### config.mk
export PLATFORM = sky130hd
export DESIGN_NAME = adder_rr_arbiter_flat
export DESIGN_NICKNAME = d
export VERILOG_FILES = /design/src/rtl/adder_rr_arbiter_if.sv /design/src/rtl/adder_rr_arbiter.sv /design/src/flat_wrapper.sv
export SDC_FILE = /design/constraint.sdc
export NUM_CORES = 1
export LEC_CHECK = 0
export ABC_AREA = 1
export CORE_ASPECT_RATIO = 0.6
export CORE_MARGIN = 2
export CORE_UTILIZATION = 32
export DETAILED_ROUTE_END_ITERATION = 6
export GPL_ROUTABILITY_DRIVEN = 0
export PLACE_DENSITY_LB_ADDON = 0.1
export SLEW_MARGIN = 20
export SYNTH_ARGS = -nofsm -noshare
export SYNTH_HDL_FRONTEND = slang
export SYNTH_SLANG_ARGS = --single-unit
### constraint.sdc
create_clock -name clk -period 1.9 [get_ports clk]
set_input_delay 0.19 -clock clk [delete_from_list [all_inputs] [get_ports clk]]
set_output_delay 0.19 -clock clk [all_outputs]
set_load 0.005 [all_outputs]
### src/rtl/adder_rr_arbiter_if.sv
// rtl/adder_rr_arbiter_if.sv - requester and adder stream signals shared by the arbiter
interface adder_rr_arbiter_if #(
    parameter int NUM_REQ = 4,
    parameter int DATA_W  = 32
);
    logic [NUM_REQ-1:0]        req_val;
    logic [NUM_REQ-1:0]        req_rdy;
    logic [NUM_REQ*DATA_W-1:0] req_data;
    logic [NUM_REQ-1:0]        resp_val;
    logic [NUM_REQ-1:0]        resp_rdy;
    logic [DATA_W-1:0]         resp_data;
    logic                      adder_i_val;
    logic                      adder_i_rdy;
    logic [DATA_W-1:0]         adder_i_data;
    logic                      adder_o_val;
    logic                      adder_o_rdy;
    logic [DATA_W-1:0]         adder_o_data;

    // Arbiter side
    modport slave (
        input  req_val, req_data, resp_rdy, adder_i_rdy, adder_o_val, adder_o_data,
        output req_rdy, resp_val, resp_data, adder_i_val, adder_i_data, adder_o_rdy
    );

    // Requester and adder side
    modport master (
        output req_val, req_data, resp_rdy, adder_i_rdy, adder_o_val, adder_o_data,
        input  req_rdy, resp_val, resp_data, adder_i_val, adder_i_data, adder_o_rdy
    );
endinterface

### src/rtl/adder_rr_arbiter.sv
// rtl/adder_rr_arbiter.sv - round-robin arbiter sharing one +1 adder stream among NUM_REQ requesters
module adder_rr_arbiter #(
    parameter int NUM_REQ = 4,
    parameter int DATA_W  = 32,
    parameter int CNT_W   = 16,
    parameter int ID_W    = $clog2(NUM_REQ)
) (
    input  logic                 clk,
    input  logic                 reset,
    adder_rr_arbiter_if.slave    bus,
    output logic [ID_W-1:0]      grant_id,
    output logic                 busy,
    output logic [CNT_W-1:0]     done_count
);
    typedef enum logic [1:0] {IDLE, SEND, WAIT} state_t;

    state_t            state_q, state_d;
    logic [ID_W-1:0]   grant_q, grant_d;
    logic [ID_W-1:0]   rr_ptr_q, rr_ptr_d;
    logic [CNT_W-1:0]  done_q, done_d;

    logic [DATA_W-1:0] req_words [NUM_REQ];
    logic              scan_found;
    logic [ID_W-1:0]   scan_idx;

    for (genvar i = 0; i < NUM_REQ; i++) begin : g_words
        assign req_words[i] = bus.req_data[i*DATA_W +: DATA_W];
    end

    // First requesting index at or after rr_ptr, wrapping modulo NUM_REQ
    always_comb begin
        int idx;
        scan_found = 1'b0;
        scan_idx   = '0;
        for (int k = 0; k < NUM_REQ; k++) begin
            idx = int'(rr_ptr_q) + k;
            if (idx >= NUM_REQ) idx = idx - NUM_REQ;
            if (!scan_found && bus.req_val[idx]) begin
                scan_found = 1'b1;
                scan_idx   = ID_W'(idx);
            end
        end
    end

    always_comb begin
        state_d  = state_q;
        grant_d  = grant_q;
        rr_ptr_d = rr_ptr_q;
        done_d   = done_q;

        bus.req_rdy      = '0;
        bus.resp_val     = '0;
        bus.resp_data    = bus.adder_o_data;
        bus.adder_i_val  = 1'b0;
        bus.adder_i_data = '0;
        bus.adder_o_rdy  = 1'b0;

        // Outputs stay quiet during reset even though state only clears at the edge
        if (!reset) begin
            case (state_q)
                IDLE: begin
                    if (scan_found) begin
                        grant_d = scan_idx;
                        state_d = SEND;
                    end
                end
                SEND: begin
                    bus.adder_i_val       = bus.req_val[grant_q];
                    bus.adder_i_data      = req_words[grant_q];
                    bus.req_rdy[grant_q]  = bus.adder_i_rdy;
                    if (bus.req_val[grant_q] && bus.adder_i_rdy) begin
                        state_d = WAIT;
                    end else if (!bus.req_val[grant_q]) begin
                        state_d = IDLE;
                    end
                end
                WAIT: begin
                    bus.resp_val[grant_q] = bus.adder_o_val;
                    bus.adder_o_rdy       = bus.resp_rdy[grant_q];
                    if (bus.adder_o_val && bus.resp_rdy[grant_q]) begin
                        rr_ptr_d = (grant_q == ID_W'(NUM_REQ - 1)) ? '0 : grant_q + 1'b1;
                        done_d   = done_q + 1'b1;
                        state_d  = IDLE;
                    end
                end
                default: state_d = IDLE;
            endcase
        end
    end

    always_ff @(posedge clk) begin
        if (reset) begin
            state_q  <= IDLE;
            grant_q  <= '0;
            rr_ptr_q <= '0;
            done_q   <= '0;
        end else begin
            state_q  <= state_d;
            grant_q  <= grant_d;
            rr_ptr_q <= rr_ptr_d;
            done_q   <= done_d;
        end
    end

    assign grant_id   = grant_q;
    assign busy       = (state_q != IDLE);
    assign done_count = done_q;
endmodule

### src/flat_wrapper.sv
// flat-port wrapper written by rule: the top's interface ports become plain ports
module adder_rr_arbiter_flat 
#(
    parameter int NUM_REQ = 4,
    parameter int DATA_W  = 32,
    parameter int CNT_W   = 16,
    parameter int ID_W    = $clog2(NUM_REQ)
)
  (clk, reset, grant_id, busy, done_count, bus_req_val, bus_req_data, bus_resp_rdy, bus_adder_i_rdy, bus_adder_o_val, bus_adder_o_data, bus_req_rdy, bus_resp_val, bus_resp_data, bus_adder_i_val, bus_adder_i_data, bus_adder_o_rdy);
  adder_rr_arbiter_if #(.NUM_REQ(NUM_REQ), .DATA_W(DATA_W)) bus_i ();
  input  logic clk;
  input  logic reset;
  output logic [ID_W-1:0] grant_id;
  output logic busy;
  output logic [CNT_W-1:0] done_count;
  input wire logic [$bits(bus_i.req_val)-1:0] bus_req_val;
  input wire logic [$bits(bus_i.req_data)-1:0] bus_req_data;
  input wire logic [$bits(bus_i.resp_rdy)-1:0] bus_resp_rdy;
  input wire logic [$bits(bus_i.adder_i_rdy)-1:0] bus_adder_i_rdy;
  input wire logic [$bits(bus_i.adder_o_val)-1:0] bus_adder_o_val;
  input wire logic [$bits(bus_i.adder_o_data)-1:0] bus_adder_o_data;
  output wire logic [$bits(bus_i.req_rdy)-1:0] bus_req_rdy;
  output wire logic [$bits(bus_i.resp_val)-1:0] bus_resp_val;
  output wire logic [$bits(bus_i.resp_data)-1:0] bus_resp_data;
  output wire logic [$bits(bus_i.adder_i_val)-1:0] bus_adder_i_val;
  output wire logic [$bits(bus_i.adder_i_data)-1:0] bus_adder_i_data;
  output wire logic [$bits(bus_i.adder_o_rdy)-1:0] bus_adder_o_rdy;
  assign bus_i.req_val = bus_req_val;
  assign bus_i.req_data = bus_req_data;
  assign bus_i.resp_rdy = bus_resp_rdy;
  assign bus_i.adder_i_rdy = bus_adder_i_rdy;
  assign bus_i.adder_o_val = bus_adder_o_val;
  assign bus_i.adder_o_data = bus_adder_o_data;
  assign bus_req_rdy = bus_i.req_rdy;
  assign bus_resp_val = bus_i.resp_val;
  assign bus_resp_data = bus_i.resp_data;
  assign bus_adder_i_val = bus_i.adder_i_val;
  assign bus_adder_i_data = bus_i.adder_i_data;
  assign bus_adder_o_rdy = bus_i.adder_o_rdy;
  adder_rr_arbiter #(.NUM_REQ(NUM_REQ), .DATA_W(DATA_W), .CNT_W(CNT_W), .ID_W(ID_W)) u_core (.clk(clk), .reset(reset), .bus(bus_i), .grant_id(grant_id), .busy(busy), .done_count(done_count));
endmodule
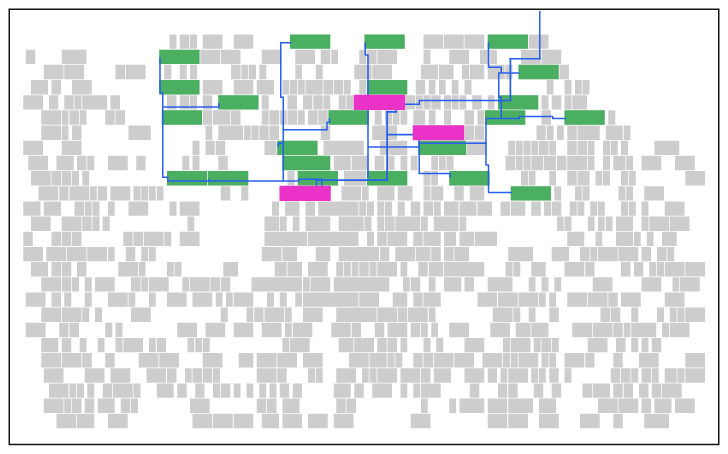
**Above:** clock distribution.
clock drivers: in magenta, count 3. flip-flops: in green, count 22. clock wires: in blue, length 313 µm.
There are 4 routed clock nets.

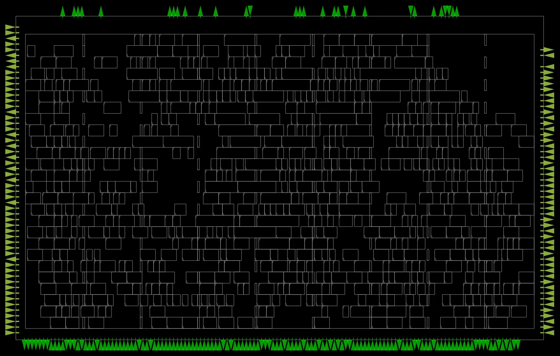
**Above:** placement view.
# Taps: 112
sequential cell area share: 8.76%
fill cell count: 839
post-layout util: 59.1%
row count: 26

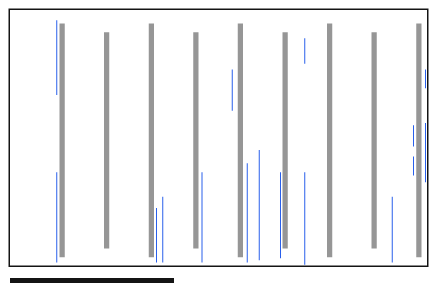
**Above:** M4 wires.
Bar = 50 µm. Supply wires on this layer in gray.
16 nets have wire on it. The wires run mostly vertical. The layer carries 304 µm of wire.
Via Count: 4129
total routed wirelength: 13500 µm

==> impl_metrics.py <==
# Metrics from the implementation run
metrics = {
    "pwr": {
        "p_per_area_nw_per_um2": 473,
        "pwr-share-clk_pct": 18.4,
        "p_seq_share_pct": 20.8,
        "sw_frac_of_total_pct": 37.2,
        "vdd.ir_drop.worst_mv": 0.254,
        "leakage_nw": 2.32,
        "p_int_w": 0.00152,
        "pwr-share-comb_pct": 60.9,
    },
    "placement": {
        "hpwl_um": 10400,
        "dpl-instance-area_um2": 4860,
        "port_buffers": 200,
    },
    "global_routing": {
        "antenna_found_initial": 0,
        "grt_usage_pct": 25.7,
        "grt_pass1_vias": 3933,
        "grt_pass1_wl_um": 20500,
    },
    "floorplan": {
        "io_pins": 265,
        "die_h_um": 77.8,
        "dieWidth_um": 127,
        "die_area_um2": 9870,
    },
    "hold_path": {
        "hold_class": "in2out",
    },
    "synth": {
        "syn_area_um2": 2900,
        "synth_area_per_cell_um2": 5.41,
        "yosysCellCount": 536,
        "syn-num-nets": 713,
        "yosysUniqueCellTypes": 31,
        "syn_inst": 536,
    },
    "clock_tree": {
        "clk_pin_slew_worst_paths_ns": 0.06,
        "holdBufCountCts": 0,
        "ctsLongestPathBuffers": 2,
        "cts_tree": "yes",
        "numCtsBuffers": 3,
        "htree_levels": 1,
        "root_buffer": "clkbuf_16",
    },
    "final_layout": {
        "synthToLayoutAreaGrowth_pct": 76.2,
        "fin_nets": 891,
        "layout_top_cell": "clkdlybuf4s50_1",
        "lay_top_cells": "clkdlybuf4s50_1, nor2_1, nand2_1",
        "register_area_um2": 448,
        "drive_above_1_share_pct": 10.4,
        "multiInputGateArea_um2": 1960,
    },
    "final_timing": {
        "slew_viol_final": 0,
        "tightestPinTransition_ns": 0.363,
        "fin_ws_ns": -0.0253,
        "whs_ns": 0.380,
        "setup_viol": 1,
        "relSlewSlack_pct": 75.7,
        "post-route-min-period_ns": 1.93,
        "fmax_ghz": 0.519,
        "finalHoldViolCount": 0,
        "rsz0062_at_grt": "true",
    },
    "worst_setup_path": {
        "worstPathArrival_ns": 1.74,
        "end_kind": "output pin",
        "cp_cell_sequence": "inv_6, ha_1, inv_1, nor3_1, clkdlybuf4s50_1",
        "cp_max_fo": 18,
        "cp_slowest_cell": "clkdlybuf4s50_1",
        "critPathRequiredTime_ns": 1.71,
        "criticalPathCategory": "reg2out",
    },
    "routing": {
        "post_drt_wl_per_cell_um": 16.4,
        "post_drt_via_cell_ratio": 5.01,
        "drc": 0,
    },
    "run_status": {
        "violations": "negative setup slack",
        "outcome": "complete, but fails checks",
    },
    "flow_run": {
        "maxCapViolCount": 0,
    },
}
[path summary, 6_finish.rpt]
path / start / endpoint / slack [ns] / depth (start not counted)
max: u_core.grant_id[0]$_SDFFE_PP0P_ / bus_resp_val[2] / -0.03 / 5
min: bus_adder_o_data[13] / bus_resp_data[13] / 0.38 / 0
max reg2reg: u_core.grant_id[0]$_SDFFE_PP0P_ / u_core.done_count[9]$_SDFFE_PP0P_ / 0.23 / 10
min reg2reg: u_core.done_count[0]$_SDFFE_PP0P_ / u_core.done_count[0]$_SDFFE_PP0P_ / 0.50 / 1
[flip-flops by register name (all words and copies together) (netlist names)]
name,cells
u_core.grant_id,2
u_core.state_q,2
u_core.rr_ptr_q,2
u_core.done_count,16
[power groups by stage]
stage	clock network (W)	registers [W]	logic [W]
after floorplan	0	0.000500	0.000698
after global routing	0.000476	0.000505	0.00161
final	0.000445	0.000502	0.00147
after global placement	0	0.000501	0.00131
after CTS	0.000457	0.000500	0.00139
after detailed placement	0	0.000502	0.00131
[per-stage QoR]
stage | instances | TNS (ns) | worst slack [ns] | utilization (%) | total power, W
after floorplan | 536 | 0 | 0.465 | - | 0.00120
after global placement | 810 | -0.674 | -0.0706 | 56.1 | 0.00181
after detailed placement | 810 | -0.734 | -0.0733 | 56.1 | 0.00181
after CTS | 818 | -1.58 | -0.192 | 58.0 | 0.00235
after global routing | 824 | -0.430 | -0.120 | 59.1 | 0.00259
final | 824 | -0.0253 | -0.0253 | 59.1 | 0.00242
[cells by family after synthesis]
family	after synthesis	synth area share, %
xor gates and xnor gates	6	1.81
AOI/OAI and AO/OA	133	23.4
buffers and inverters	96	18.2
and+or+nand+nor	274	39.2
DFF	22	15.2
adders and majority gates	5	2.16
[cell usage after synthesis (all sizes together)]
library cell    n  area share (%)
nand3          20             4.0
nor2          150              20
a211oi          1            0.26
xor2            4             1.2
ha              5             2.2
buf            52              13
inv            35             4.5
nand3b          1            0.26
nor3           15             2.8
nand4           2            0.95
dfxtp          22              15
a21oi          55             9.6
o21ai          76              13
nand2          84              11
and2            1            0.22
and3            1            0.22
clkbuf          9             1.2
o21a            1            0.26
xnor2           2            0.60
[worst max-delay path, delay by kind of cell (launching register included)]
family        cells  cell delay [ns]
simple gates      1             0.17
flops             1             0.38
fa+ha+maj         1             0.16
buf+inv           3             0.76
[per-layer routing]
layer / up-vias / part of all wire [%] / track usage (%)
li1: 2052 / - / -
met4: 0 / 2.2 / 7.25
met3: 33 / 7.5 / 6.07
met5: - / 0 / 0
met2: 175 / 48 / 46.0
met1: 1869 / 42 / 30.8
[final cells by class]
| cell class | instances | share of cell area, % |
|---|---|---|
| Timing Repair Buffer | 234 | 46.0 |
| Multi-Input combinational cell | 418 | 38.3 |
| Sequential cell | 22 | 8.76 |
| Tap cell | 112 | 2.74 |
| Inverter | 35 | 2.67 |
| Clock buffer | 3 | 1.47 |
[what timing repair did]
| action | CTS | global route |
|---|---|---|
| resized | 42 | 44 |
| gates cloned | 2 | 2 |
| endpoints found under the setup margin | 42 | 20 |
| buffers inserted | 3 | 4 |
| endpoints found under the hold margin | 0 | 0 |
| pin swaps | 2 | 9 |
No activity file was given, so power comes from the tool's default toggle rates.
